Run 1, sequential cells grouped by signal name:
The bar under the picture is 50 um long. Other sequential cells in the stronger grey, the rest of the logic in the fainter grey.
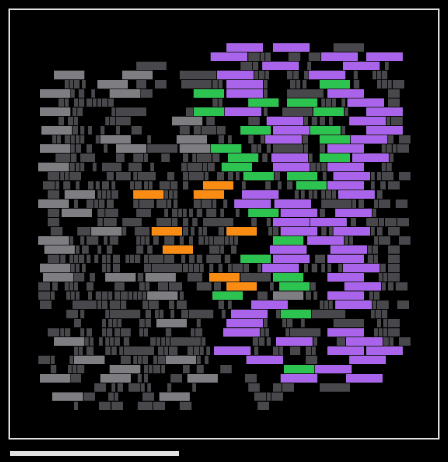
Run 1, placement density heat map:
The die is cut into 13 by 13 equal tiles; black is low, pale yellow is high, 0 to 100% covered.
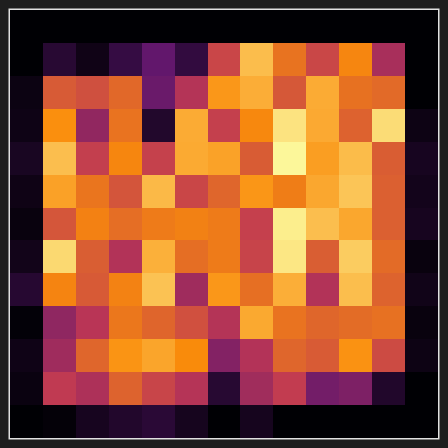
Run 1, placement by cell class:
The bar under the picture is 50 um long. Fill, decap, tap and diode cells in grey.
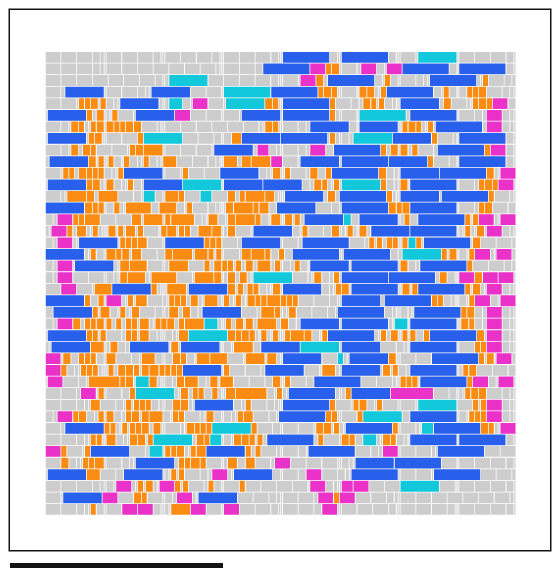
**src/rtl/dlfloat_pkg.sv**
```systemverilog
// dlfloat_pkg: DLFloat16 operand type, format constants and loader FSM encoding.
// Latency: n/a (types and constants only).
// Backpressure: n/a.
package dlfloat_pkg;

  // DLFloat16: 1 sign bit, 6-bit exponent (bias 31), 9-bit mantissa.
  typedef struct packed {
    logic       sign;
    logic [5:0] exp;
    logic [8:0] mant;
  } dlfloat_t;

  localparam int       EXP_BIAS = 31;
  localparam dlfloat_t DLF_ZERO = 16'h0000;

  typedef enum logic [2:0] {
    ST_IDLE,
    ST_CLEAR,
    ST_LOAD,
    ST_DRAIN,
    ST_DONE
  } ld_state_e;

  // Exact match on the all-zero encoding; negative zero is issued like any other operand.
  function automatic logic dlf_is_zero(input dlfloat_t v);
    return v == DLF_ZERO;
  endfunction

endpackage

```
**src/rtl/dlfloat_pair_fifo.sv**
```systemverilog
// dlfloat_pair_fifo: synchronous FIFO of {a,b} operand pairs, power-of-two depth.
// Latency: a pushed entry is visible at the head one cycle after the push.
// Backpressure: push is dropped when full unless a pop frees the slot in the same cycle.
module dlfloat_pair_fifo #(
  parameter int DEPTH = 2,
  parameter int W     = 32
) (
  input  logic         clk,
  input  logic         rst,
  input  logic         push,
  input  logic [W-1:0] push_dat,
  input  logic         pop,
  output logic [W-1:0] head_dat,
  output logic         full,
  output logic         empty
);

  localparam int           AW       = $clog2(DEPTH);
  localparam logic [AW:0]  FULL_CNT = DEPTH[AW:0];

  logic [W-1:0]  mem_q [DEPTH];
  logic [AW-1:0] wr_q;
  logic [AW-1:0] rd_q;
  logic [AW:0]   cnt_q;
  logic          do_push;
  logic          do_pop;

  // Flags decode only the occupancy register, so they never depend on this cycle's pop.
  assign full     = (cnt_q == FULL_CNT);
  assign empty    = (cnt_q == '0);
  assign do_pop   = pop & ~empty;
  assign do_push  = push & (~full | do_pop);
  assign head_dat = mem_q[rd_q];

  // Pointer and occupancy tracking.
  always_ff @(posedge clk or posedge rst) begin
    if (rst) begin
      wr_q  <= '0;
      rd_q  <= '0;
      cnt_q <= '0;
    end else begin
      if (do_push) wr_q <= wr_q + AW'(1);
      if (do_pop)  rd_q <= rd_q + AW'(1);
      cnt_q <= cnt_q + {{AW{1'b0}}, do_push} - {{AW{1'b0}}, do_pop};
    end
  end

  // Storage array; contents are don't-care until written.
  always_ff @(posedge clk) begin
    if (do_push) mem_q[wr_q] <= push_dat;
  end

endmodule

```
**src/rtl/dlfloat_vec_loader.sv**
```systemverilog
// dlfloat_vec_loader: assembles a byte stream into DLFloat16 (a,b) pairs and sequences one dot product on the MAC.
// Latency: a pair is offered to the MAC the cycle after its 4th byte; done fires MAC_LAT+1 cycles after the last issue.
// Backpressure: in_ready drops on the 4th byte while the pair FIFO is full; mac_* hold while mac_valid & !mac_ready.
// Optional: DLFLOAT_ZERO_SKIP_EN retires pairs with a zero operand without presenting them to the MAC.
module dlfloat_vec_loader
  import dlfloat_pkg::*;
#(
  parameter int LEN_W      = 8,
  parameter int FIFO_DEPTH = 2,
  parameter int MAC_LAT    = 3
) (
  input  logic             clk,
  input  logic             rst,
  input  logic             start,
  input  logic [LEN_W-1:0] vec_len,
  input  logic [7:0]       in_byte,
  input  logic             in_valid,
  output logic             in_ready,
  output logic [15:0]      mac_a,
  output logic [15:0]      mac_b,
  output logic             mac_valid,
  input  logic             mac_ready,
  output logic             mac_clear,
  output logic             busy,
  output logic             done,
  output logic [LEN_W-1:0] pair_cnt
);

  localparam logic [7:0] DRAIN_LAST = 8'(MAC_LAT - 1);

  ld_state_e        state_q;
  logic [LEN_W-1:0] len_q;
  logic [LEN_W-1:0] acc_q;     // pairs assembled and pushed
  logic [LEN_W-1:0] iss_q;     // pairs retired from the FIFO (issued or skipped)
  logic [LEN_W-1:0] iss_d;
  logic [1:0]       idx_q;     // byte position within the current pair
  logic [23:0]      buf_q;     // a[7:0], a[15:8], b[7:0] waiting for b[15:8]
  logic [7:0]       drain_q;
  logic             mac_clear_q;
  logic             busy_q;
  logic             done_q;

  logic             load_st;
  logic             byte_fire;
  logic             push;
  logic             pop;
  logic             skip;
  logic             fifo_full;
  logic             fifo_empty;
  logic [31:0]      push_dat;
  logic [31:0]      head_dat;
  dlfloat_t         head_a;
  dlfloat_t         head_b;

  assign load_st   = (state_q == ST_LOAD);
  // Uses the registered full flag so mac_ready never reaches in_ready combinationally.
  assign in_ready  = load_st & (acc_q < len_q) & ~((idx_q == 2'd3) & fifo_full);
  assign byte_fire = in_valid & in_ready;
  assign push      = byte_fire & (idx_q == 2'd3);
  assign push_dat  = {buf_q[15:0], in_byte, buf_q[23:16]};

  assign head_a = head_dat[31:16];
  assign head_b = head_dat[15:0];

`ifdef DLFLOAT_ZERO_SKIP_EN
  assign skip = dlf_is_zero(head_a) | dlf_is_zero(head_b);
`else
  assign skip = 1'b0;
`endif

  assign mac_valid = load_st & ~fifo_empty & ~skip;
  assign pop       = load_st & ~fifo_empty & (skip | mac_ready);
  assign iss_d     = (iss_q == len_q) ? iss_q : iss_q + LEN_W'(1);

  // Operands are zero whenever nothing is offered, so reset and idle both read as 0.
  assign mac_a     = mac_valid ? 16'(head_a) : 16'h0000;
  assign mac_b     = mac_valid ? 16'(head_b) : 16'h0000;
  assign mac_clear = mac_clear_q;
  assign busy      = busy_q;
  assign done      = done_q;
  assign pair_cnt  = iss_q;

  dlfloat_pair_fifo #(
    .DEPTH (FIFO_DEPTH),
    .W     (32)
  ) u_fifo (
    .clk      (clk),
    .rst      (rst),
    .push     (push),
    .push_dat (push_dat),
    .pop      (pop),
    .head_dat (head_dat),
    .full     (fifo_full),
    .empty    (fifo_empty)
  );

  // Sequencer: start capture, clear pulse, byte assembly, drain timer and done pulse.
  always_ff @(posedge clk or posedge rst) begin
    if (rst) begin
      state_q     <= ST_IDLE;
      len_q       <= '0;
      acc_q       <= '0;
      iss_q       <= '0;
      idx_q       <= '0;
      buf_q       <= '0;
      drain_q     <= '0;
      mac_clear_q <= 1'b0;
      busy_q      <= 1'b0;
      done_q      <= 1'b0;
    end else begin
      mac_clear_q <= 1'b0;
      done_q      <= 1'b0;
      case (state_q)
        ST_IDLE: begin
          if (start) begin
            len_q       <= vec_len;
            acc_q       <= '0;
            iss_q       <= '0;
            idx_q       <= '0;
            drain_q     <= '0;
            mac_clear_q <= 1'b1;
            busy_q      <= 1'b1;
            state_q     <= ST_CLEAR;
          end
        end
        ST_CLEAR: begin
          state_q <= (len_q == '0) ? ST_DRAIN : ST_LOAD;
        end
        ST_LOAD: begin
          if (byte_fire) begin
            idx_q <= idx_q + 2'd1;
            case (idx_q)
              2'd0:    buf_q[7:0]   <= in_byte;
              2'd1:    buf_q[15:8]  <= in_byte;
              2'd2:    buf_q[23:16] <= in_byte;
              default: acc_q        <= acc_q + LEN_W'(1);
            endcase
          end
          if (pop) begin
            iss_q <= iss_d;
            if (iss_d == len_q) state_q <= ST_DRAIN;
          end
        end
        ST_DRAIN: begin
          if (drain_q == DRAIN_LAST) begin
            state_q <= ST_DONE;
            done_q  <= 1'b1;
            busy_q  <= 1'b0;
          end else begin
            drain_q <= drain_q + 8'd1;
          end
        end
        ST_DONE: begin
          state_q <= ST_IDLE;
        end
        default: begin
          state_q <= ST_IDLE;
        end
      endcase
    end
  end

endmodule

```
**config.mk**
```make
export PLATFORM = sky130hd
export DESIGN_NAME = dlfloat_vec_loader
export DESIGN_NICKNAME = d
export VERILOG_FILES = /design/src/rtl/dlfloat_pkg.sv /design/src/rtl/dlfloat_pair_fifo.sv /design/src/rtl/dlfloat_vec_loader.sv
export SDC_FILE = /design/constraint.sdc
export NUM_CORES = 1
export LEC_CHECK = 0
export ABC_AREA = 1
export CAP_MARGIN = 20
export CORE_MARGIN = 8
export CORE_UTILIZATION = 50
export CTS_CLUSTER_SIZE = 24
export DETAILED_ROUTE_END_ITERATION = 10
export HOLD_SLACK_MARGIN = 0.12
export PLACE_DENSITY = 0.73
export SETUP_SLACK_MARGIN = 0.5
export SYNTH_ARGS = -nofsm -noshare
export SYNTH_HDL_FRONTEND = slang
export SYNTH_SLANG_ARGS = --single-unit
```
**constraint.sdc**
```tcl
create_clock -name clk -period 6.7 [get_ports clk]
set_input_delay 1.34 -clock clk [delete_from_list [all_inputs] [get_ports clk]]
set_output_delay 1.34 -clock clk [all_outputs]
set_load 0.05 [all_outputs]
```
==> run notes, run 1 <==
fresh numbers from the pnr run: Fillers 1003, CP max-delay cell clkdlybuf4s50_1, most frequent logic cell in the layout nand2_1, CP Class flop to primary output, largest net degree at the start of global routing 69, combinational fraction of the cell area 28.6%, dominant kind of combinational cell simple AND/OR/NAND/NOR gates, instance count on the critical path 8, CTS tree built, CTS resizes 0, Vert. Die Dim 127 um, clock share of power 23.5%, WL met3 801 um, syn nets 669, yosys simple share 20.0%, Layout area overhead 22.5%, Critical Path Sink mac_a[12], XOR/XNOR Fraction of Synth Area 1.57%, core area 12000 um^2, Comb. pwr 1.77 mW, worst reg2reg setup slack 4.13 ns, Final Cycle Share 69.8%, clk latency late pin 0.42 ns, clock network area share 7.75%, Max Freq 0.214 GHz, Synth Instances 631, setup ws final 2.02 ns, Static Leakage 3.21 nW, Clock Sinks 132, RSZ-0062 raised after global routing false, Tap Count 147, endpoints failing hold 0, MI comb area 2140 um^2, CTS Buf Count 17, Area after DPL 6890 um^2, gr usage total 17.7%, Worst path most repeated cell inv_2, switching pwr 1.72 mW, Adder Area Share 3.47%, most numerous logic cells after layout nand2_1 (174), dfrtp_1 (68), clkdlybuf4s50_1 (65), Yosys warning count 0, inverters 72, Hold Path End u_fifo.mem_q[0][7], met2 GRT Util 29.7%, Top delay family on crit path buffers and inverters, Fin Setup TNS 0 ns, Largest regs u_fifo.mem_q x64, buf_q x24, Seq power 1.20 mW, Peak VDD IR 0.282 mV, combinational power share 45.6%, GRT overflow 0, HP Class flop to flop, status complete, no violations, Netlist cell types 33, Yosys Instances 631, met3 GRT Util 4.78%, hold_sp buf_q[23], area fraction in mux cells 0%, Yosys chip area 6130 um^2, number of buffers and inverters on the critical path 4, I/O pin total 66, GR peak layer met2, Setup Slack @ Placement 2.00 ns, Die W 127 um, Post-CTS Setup Bufs 0, Root Driver clkbuf_16, Final Non-Filler Cells 861, Pwr Total 3.87 mW, Placer Congestion 0.872, Reg clk slew, reported paths 0.06 ns, final tally of max-slew violations 0, maxcap violations 0, hold path cells 0, met2 routed WL 6630 um, Non-clock buffers, area share 9.34%, most numerous cell in the Yosys netlist nand2_1, met1 usage 21.1%, actual slew at the worst max-slew pin 1.01 ns, CP peak stage delay 0.86 ns, CP cell instances nor2_2 > inv_2 > nor2_4 > inv_2 > a21oi_4 > inv_1 > a21oi_1 > clkdlybuf4s50_1, Mapped Avg Cell Area 9.71 um^2, post-DP HPWL 9130 um, Vias/cell 5.25, Placed Cells 828, Pint 2.15 mW, Cell area leaders edfxtp_1 (31%), dfrtp_1 (28%), nand2_1 (11%), chip area 16100 um^2, nonclk buf count 69, Clock buffer cells 18, vias in the first global route 4494, Final Setup Violations 0, drt total wl 13400 um, Switching Share 44.5%, layout cells sized above 1 12.6%, reg2reg start state_q[2], FF-to-FF path depth 10, Final nets 739, top layer in use met4, Storage cell area 3620 um^2, CP arrival 3.34 ns, Synth Flop Type dfrtp_1, initial antenna violation count 0, Critical Path Fanout Max 32, global-route wire length before repair 22600 um, largest cell class by area registers, Yosys reg bits 132, heaviest power group combinational cells, Final Critical Period 4.68 ns, CP Launch Type flop, M1 WL 5820 um, register area share after synthesis 59.1%, Hold Slack 0.469 ns, crit path from state_q[2], Largest register FFs 64, Max transition margin 32.3%, top post-synthesis cells by count nand2_1 (174), dfrtp_1 (68), edfxtp_1 (64), Biggest register u_fifo.mem_q, seq_cells 132, DR DRC count 0, Post-Synthesis Cell Area 6130 um^2, Critical Path RT 5.36 ns, initial DRC count 323, Crit. End Element primary output, CTS max path bufs 2, ant diodes 0, compound-gate portion of the synthesized area 9.82%, DRT Pass-1 Iters 5, Comb gates 409, Log Warnings 30, Pwr Density 516 nW/um^2, Flop pwr share 30.9%
-- 'sequential cells grouped by signal name' (at the start) --
- orange: `acc_q` (flops 8; where centre)
- green: `buf_q` (flops 24)
- purple: `u_fifo.mem_q` (flops 64)
- not coloured: 36

-- 'placement density heat map' (at the start) --
- tiles over 75% full: 21%
- mean over tiles: 46%
- emptiest ninth of the die: upper left
- nearly empty tiles: 15%

-- 'placement by cell class' (at the start) --
- magenta: remaining buffers and delay cells (cells 69)
- blue: registers (cells 132)
- cyan: clock drivers and dummy loads (cells 32)
- orange: remaining logic cells (cells 481)
row count: 40
Seq area share: 48.3%
post-route cell area: 7500 um^2
Layout Utilization: 62.5%

Run 1, wiring by layer:
The bar under the picture is 50 um long. Two of the layers only.
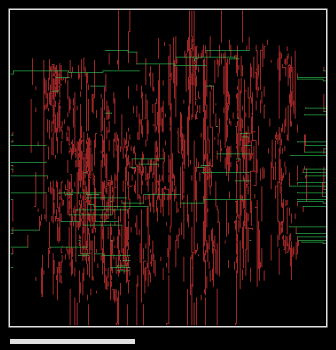

==> run 2, diff against run 1 <==
Settings changed: PLACE_DENSITY 0.73 to 0.76.
Clock period 6.7 ns to 4.3 ns, I/O delays scaled along.
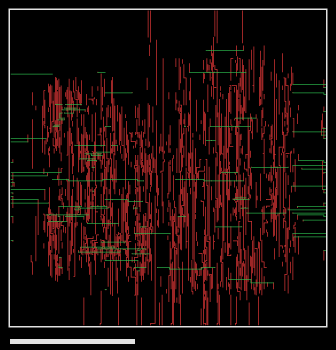
Run 2: wiring by layer
The bar under the picture is 50 um long. Two of the layers only.
- green: M3 (wire length 833 um)
- red: M2 (wire length 7100 um)

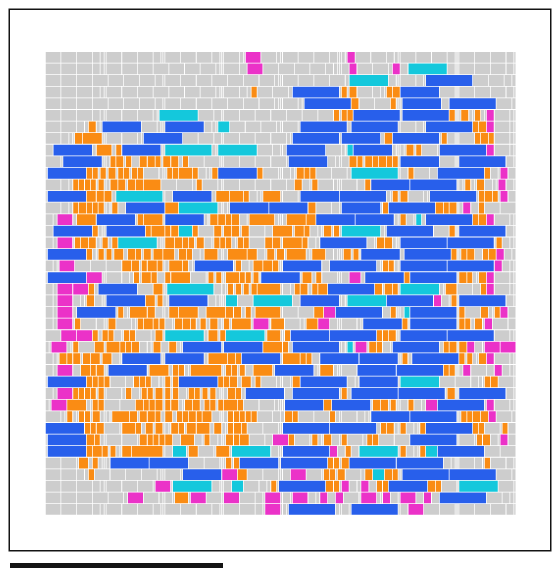
Run 2: placement by cell class
The bar under the picture is 50 um long. Fill, decap, tap and diode cells in grey.
- magenta: remaining buffers and delay cells (cells 70)
- blue: registers (cells 132)
- cyan: clock drivers and dummy loads (cells 32)
- orange: remaining logic cells (cells 482)

==> run notes, run 2 <==
fresh numbers from the pnr run: Fillers 987 (-1.6%), I/O pin total 66 (unchanged), chip area 16100 um^2 (unchanged), number of buffers and inverters on the critical path 3 (-1), gr usage total 18.3% (+0.69 points), Die W 127 um (unchanged), endpoints failing hold 0 (unchanged), Non-clock buffers, area share 7.16% (-2.2 points), Comb gates 409 (unchanged), final tally of max-slew violations 0 (unchanged), status complete, no violations, global-route wire length before repair 23200 um (+2.8%), initial DRC count 365 (+13%), syn nets 669 (unchanged), Fin Setup TNS 0 ns (unchanged), MI comb area 2140 um^2 (unchanged), Crit. End Element primary output, largest net degree at the start of global routing 45 (-35%), DR DRC count 0 (unchanged), FF-to-FF path depth 10 (unchanged), Critical Path Sink in_ready, most numerous cell in the Yosys netlist nand2_1, Root Driver clkbuf_16, switching pwr 2.70 mW (+57%), CP max-delay cell clkdlybuf4s50_1, CTS max path bufs 2 (unchanged), dominant kind of combinational cell simple AND/OR/NAND/NOR gates, Largest regs u_fifo.mem_q x64, buf_q x24, Largest register FFs 64 (unchanged), setup ws final 0.726 ns (-1.30 ns), Placer Congestion 0.909 (+4.3%), Switching Share 45.0% (+0.49 points), Yosys Instances 631 (unchanged), most frequent logic cell in the layout nand2_1, Seq power 1.87 mW (+56%), top layer in use met4, CP cell instances inv_1 > ha_1 > nand2_1 > nand2_1 > a311oi_2 > nand2_2 > inv_1 > clkdlybuf4s50_1, CTS Buf Count 17 (unchanged), actual slew at the worst max-slew pin 0.569 ns (-0.445 ns), met1 usage 20.5% (-0.63 points), Mapped Avg Cell Area 9.71 um^2 (unchanged), Hold Slack 0.467 ns (-0.00200 ns), Adder Area Share 3.47% (unchanged), M1 WL 5690 um (-2.3%), drt total wl 14000 um (+4.1%), Top delay family on crit path buffers and inverters, Critical Path Fanout Max 4 (-88%), layout cells sized above 1 17.0% (+4.4 points), Pint 3.30 mW (+54%), CTS tree built, area fraction in mux cells 0% (unchanged), Pwr Total 6.01 mW (+55%), Area after DPL 6910 um^2 (+0.22%), hold path cells 0 (unchanged), Hold Path End u_fifo.mem_q[1][0], Comb. pwr 2.63 mW (+49%), Max Freq 0.280 GHz, nonclk buf count 70 (+1.4%), initial antenna violation count 0 (unchanged), RSZ-0062 raised after global routing false, largest cell class by area registers, Biggest register u_fifo.mem_q, core area 12000 um^2 (unchanged), combinational power share 43.8% (-1.8 points), XOR/XNOR Fraction of Synth Area 1.57% (unchanged), crit path from len_q[7]
Power is estimated from default activity; no workload was simulated.
